==> config.mk <==
export PLATFORM = sky130hd
export DESIGN_NAME = prism_sp_rx_dma_write_mc
export DESIGN_NICKNAME = d
export VERILOG_FILES = /design/src/rtl/prism_sp_rx_dma_write_mc.sv
export SDC_FILE = /design/constraint.sdc
export NUM_CORES = 1
export LEC_CHECK = 0
export ABC_CLOCK_PERIOD_IN_PS = 8450
export CAP_MARGIN = 10
export CORE_AREA = 2 2 273 275
export CTS_CLUSTER_DIAMETER = 150
export DETAILED_ROUTE_END_ITERATION = 7
export DIE_AREA = 0 0 275 277
export PLACE_DENSITY = 0.48
export SYNTH_ARGS = -nofsm -noshare
export SYNTH_HDL_FRONTEND = slang
export SYNTH_SLANG_ARGS = --single-unit
export TNS_END_PERCENT = 10
==> constraint.sdc <==
create_clock -name clock -period 8.45 [get_ports clock]
set_input_delay 2.1125 -clock clock [delete_from_list [all_inputs] [get_ports clock]]
set_output_delay 2.1125 -clock clock [all_outputs]
set_load 0.005 [all_outputs]
==> src/rtl/prism_sp_rx_dma_write_mc.sv <==
// Multi-queue receive DMA write sequencer: pairs cookie/metadata heads per queue,
// arbitrates round-robin, drives one DMA engine and pushes completion cookies.
module prism_sp_rx_dma_write_mc #(
  parameter int NUM_CH = 4,
  parameter int ADDR_W = 64,
  parameter int LEN_W  = 14,
  parameter int META_W = 24,
  parameter int CH_W   = (NUM_CH > 1) ? $clog2(NUM_CH) : 1
) (
  input  logic                       clock,
  input  logic                       resetn,
  input  logic [NUM_CH-1:0]          ck_empty,
  output logic [NUM_CH-1:0]          ck_rd_en,
  input  logic [NUM_CH*ADDR_W-1:0]   ck_addr,
  input  logic [NUM_CH*LEN_W-1:0]    ck_buf_size,
  input  logic [NUM_CH-1:0]          md_empty,
  output logic [NUM_CH-1:0]          md_rd_en,
  input  logic [NUM_CH*LEN_W-1:0]    md_size,
  input  logic [NUM_CH*META_W-1:0]   md_meta,
  output logic [ADDR_W-1:0]          dma_addr,
  output logic [LEN_W-1:0]           dma_len,
  output logic                       dma_start,
  input  logic                       dma_busy,
  input  logic                       oc_full,
  output logic                       oc_wr_en,
  output logic [CH_W-1:0]            oc_ch,
  output logic [ADDR_W-1:0]          oc_addr,
  output logic [LEN_W-1:0]           oc_size,
  output logic                       oc_trunc,
  output logic [META_W-1:0]          oc_meta,
  output logic [31:0]                trunc_cnt
);

  typedef enum logic [1:0] {
    ST_IDLE     = 2'd0,
    ST_PREBUSY  = 2'd1,
    ST_BUSY     = 2'd2,
    ST_WAIT_OUT = 2'd3
  } state_t;

  logic [ADDR_W-1:0] ck_addr_a [NUM_CH];
  logic [LEN_W-1:0]  ck_buf_a  [NUM_CH];
  logic [LEN_W-1:0]  md_size_a [NUM_CH];
  logic [META_W-1:0] md_meta_a [NUM_CH];
  logic [NUM_CH-1:0] eligible;

  for (genvar gi = 0; gi < NUM_CH; gi++) begin : g_slice
    assign ck_addr_a[gi] = ck_addr[gi*ADDR_W +: ADDR_W];
    assign ck_buf_a[gi]  = ck_buf_size[gi*LEN_W +: LEN_W];
    assign md_size_a[gi] = md_size[gi*LEN_W +: LEN_W];
    assign md_meta_a[gi] = md_meta[gi*META_W +: META_W];
    assign eligible[gi]  = ~ck_empty[gi] & ~md_empty[gi];
  end

  state_t              state_q, state_d;
  logic [CH_W-1:0]     rr_ptr_q, rr_ptr_d;
  logic [NUM_CH-1:0]   ck_rd_en_q, ck_rd_en_d;
  logic [NUM_CH-1:0]   md_rd_en_q, md_rd_en_d;
  logic                dma_start_q, dma_start_d;
  logic [ADDR_W-1:0]   dma_addr_q, dma_addr_d;
  logic [LEN_W-1:0]    dma_len_q, dma_len_d;
  logic                oc_wr_en_q, oc_wr_en_d;
  logic [CH_W-1:0]     oc_ch_q, oc_ch_d;
  logic [ADDR_W-1:0]   oc_addr_q, oc_addr_d;
  logic [LEN_W-1:0]    oc_size_q, oc_size_d;
  logic                oc_trunc_q, oc_trunc_d;
  logic [META_W-1:0]   oc_meta_q, oc_meta_d;
  logic [31:0]         trunc_cnt_q, trunc_cnt_d;

  // Two-pass search: first eligible queue at/above the pointer, else lowest eligible (wrap).
  logic            hi_vld, lo_vld, grant_vld;
  logic [CH_W-1:0] hi_ch, lo_ch, grant_ch;
  logic [NUM_CH-1:0] grant_oh;

  always_comb begin
    hi_vld = 1'b0;
    hi_ch  = '0;
    lo_vld = 1'b0;
    lo_ch  = '0;
    for (int i = 0; i < NUM_CH; i++) begin
      if (eligible[i] && !lo_vld) begin
        lo_vld = 1'b1;
        lo_ch  = CH_W'(i);
      end
      if (eligible[i] && !hi_vld && (CH_W'(i) >= rr_ptr_q)) begin
        hi_vld = 1'b1;
        hi_ch  = CH_W'(i);
      end
    end
    grant_vld = lo_vld;
    grant_ch  = hi_vld ? hi_ch : lo_ch;
    grant_oh  = '0;
    for (int i = 0; i < NUM_CH; i++) begin
      grant_oh[i] = grant_vld && (CH_W'(i) == grant_ch);
    end
  end

  logic [LEN_W-1:0] sel_size, sel_buf, sel_len;
  logic             sel_trunc;

  assign sel_size  = md_size_a[grant_ch];
  assign sel_buf   = ck_buf_a[grant_ch];
  assign sel_trunc = sel_size > sel_buf;
  assign sel_len   = sel_trunc ? sel_buf : sel_size;

  always_comb begin
    state_d     = state_q;
    rr_ptr_d    = rr_ptr_q;
    ck_rd_en_d  = '0;
    md_rd_en_d  = '0;
    dma_start_d = 1'b0;
    dma_addr_d  = dma_addr_q;
    dma_len_d   = dma_len_q;
    oc_wr_en_d  = 1'b0;
    oc_ch_d     = oc_ch_q;
    oc_addr_d   = oc_addr_q;
    oc_size_d   = oc_size_q;
    oc_trunc_d  = oc_trunc_q;
    oc_meta_d   = oc_meta_q;
    trunc_cnt_d = trunc_cnt_q;

    case (state_q)
      ST_IDLE: begin
        if (grant_vld) begin
          ck_rd_en_d = grant_oh;
          md_rd_en_d = grant_oh;
          rr_ptr_d   = (grant_ch == CH_W'(NUM_CH - 1)) ? '0 : grant_ch + CH_W'(1);
          oc_ch_d    = grant_ch;
          oc_addr_d  = ck_addr_a[grant_ch];
          oc_size_d  = sel_len;
          oc_trunc_d = sel_trunc;
          oc_meta_d  = md_meta_a[grant_ch];
          if (sel_trunc && (trunc_cnt_q != 32'hFFFF_FFFF)) begin
            trunc_cnt_d = trunc_cnt_q + 32'd1;
          end
          if (sel_len != '0) begin
            dma_start_d = 1'b1;
            dma_addr_d  = ck_addr_a[grant_ch];
            dma_len_d   = sel_len;
            state_d     = ST_PREBUSY;
          end else begin
            // Empty frame: nothing to move, go straight to the cookie push.
            state_d = ST_WAIT_OUT;
          end
        end
      end
      ST_PREBUSY: state_d = ST_BUSY;
      ST_BUSY: begin
        if (!dma_busy) begin
          if (!oc_full) begin
            oc_wr_en_d = 1'b1;
            state_d    = ST_IDLE;
          end else begin
            state_d = ST_WAIT_OUT;
          end
        end
      end
      ST_WAIT_OUT: begin
        if (!oc_full) begin
          oc_wr_en_d = 1'b1;
          state_d    = ST_IDLE;
        end
      end
      default: state_d = ST_IDLE;
    endcase
  end

  always_ff @(posedge clock) begin
    if (!resetn) begin
      state_q     <= ST_IDLE;
      rr_ptr_q    <= '0;
      ck_rd_en_q  <= '0;
      md_rd_en_q  <= '0;
      dma_start_q <= 1'b0;
      dma_addr_q  <= '0;
      dma_len_q   <= '0;
      oc_wr_en_q  <= 1'b0;
      oc_ch_q     <= '0;
      oc_addr_q   <= '0;
      oc_size_q   <= '0;
      oc_trunc_q  <= 1'b0;
      oc_meta_q   <= '0;
      trunc_cnt_q <= '0;
    end else begin
      state_q     <= state_d;
      rr_ptr_q    <= rr_ptr_d;
      ck_rd_en_q  <= ck_rd_en_d;
      md_rd_en_q  <= md_rd_en_d;
      dma_start_q <= dma_start_d;
      dma_addr_q  <= dma_addr_d;
      dma_len_q   <= dma_len_d;
      oc_wr_en_q  <= oc_wr_en_d;
      oc_ch_q     <= oc_ch_d;
      oc_addr_q   <= oc_addr_d;
      oc_size_q   <= oc_size_d;
      oc_trunc_q  <= oc_trunc_d;
      oc_meta_q   <= oc_meta_d;
      trunc_cnt_q <= trunc_cnt_d;
    end
  end

  assign ck_rd_en  = ck_rd_en_q;
  assign md_rd_en  = md_rd_en_q;
  assign dma_start = dma_start_q;
  assign dma_addr  = dma_addr_q;
  assign dma_len   = dma_len_q;
  assign oc_wr_en  = oc_wr_en_q;
  assign oc_ch     = oc_ch_q;
  assign oc_addr   = oc_addr_q;
  assign oc_size   = oc_size_q;
  assign oc_trunc  = oc_trunc_q;
  assign oc_meta   = oc_meta_q;
  assign trunc_cnt = trunc_cnt_q;

endmodule

Fig. 1: routed metal per tile
The bar under the picture is 100 µm long. 28 x 28 tiles, from dark purple (low) to yellow (high), scaled to the fullest tile. Values are wire area over tile area, all layers added.
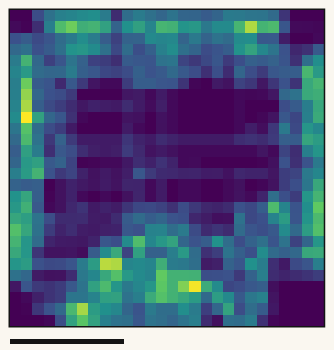
- nearly empty tiles: 12%
- emptiest ninth of the die: center
- densest ninth of the die: bottom center
- mean over tiles: 0.14
WL per Instance: 20.2 µm
detailed-route via count: 15,100
overall fraction of global-route tracks in use: 16.6%

Fig. 2: nets reached from selected ports
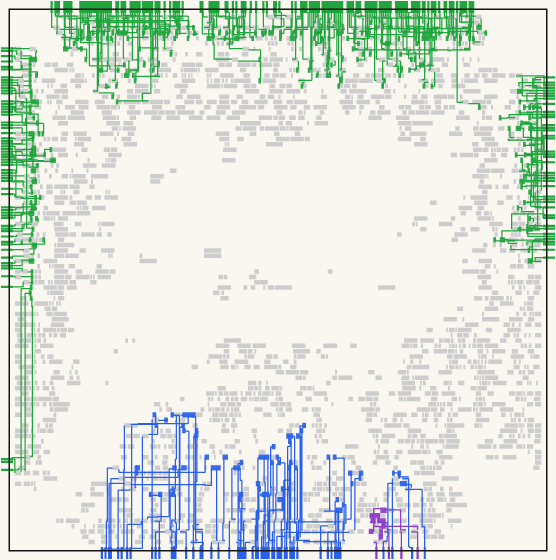
- green: ck_addr (direction input; end cells 256; buffers 256; wire 6,260 µm)
- blue: ck_buf_size (direction input; end cells 64; buffers 56; wire 3,080 µm)
- purple: md_empty (direction input; end cells 11; buffers 4; wire 140 µm)
Ports: 701
count of buffers inserted at the top-level ports: 700

==> qor_table.md <==
| Result | This run | Unit |
| --- | --- | --- |
| Largest net degree at the start of global routing | 106 | - |
| Post-synth area from yosys stat | 12,700 | µm² |
| Multi-input combinational cell area | 7510 | µm² |
| Highest metal layer used by the detailed router | met4 | - |
| Clock-pin slew reported for the worst setup and hold paths after clock tree synthesis | 0.06 | ns |
| CTS buffer count | 30 | - |
| Final Wtd Congestion | 0.918 | - |
| Most numerous logic cell after layout | sky130_fd_sc_hd__clkdlybuf4s50_1 | - |
| Depth of the worst register-to-register path | 20 | - |
| Row Count | 100 | - |
| Global-route wire length before repair | 96.2 | mm |
| Grt met3 use | 3.99 | % |
| Switching share of power | 34.6 | % |
| WP depth | 21 | - |
| Run status | complete, no violations | - |
| Clock buffer count in the final layout | 41 | - |
| Top pwr grp | combinational logic | - |
| Vias per Instance | 4.54 | - |
| Final-layout clock-cell area share | 4.66 | % |
| Gate count of the mapped netlist | 1,720 | - |
| Number of well taps | 969 | - |
| Class of the tightest hold or removal check | reg2reg | - |
| Hold_ws | 0.454 | ns |
| Total Routed Length | 67.2 | mm |
| Final tally of setup violations | 0 | - |
| Critical register-to-register path startpoint | rr_ptr_q[1] | - |
| Final-report hold violation count | 0 | - |
| Hold Crit Depth | 2 | - |
| Sequential share of the synthesized area | 35.4 | % |
| Multi-input gate share of the layout cell area | 34.7 | % |
| GR met1 Demand/Resource | 19.6 | % |
| Adder Area Share | 1.87 | % |
| Main kind of combinational logic by area | simple AND/OR/NAND/NOR gates | - |
| DRT antenna net count | 0 | - |
| Final Critical Period | 7.13 | ns |
| Timing endpoint of the critical path | dma_addr[63] | - |
| Number of different library cells in the post-synthesis netlist | 58 | - |
Power and IR drop assume default switching activity.
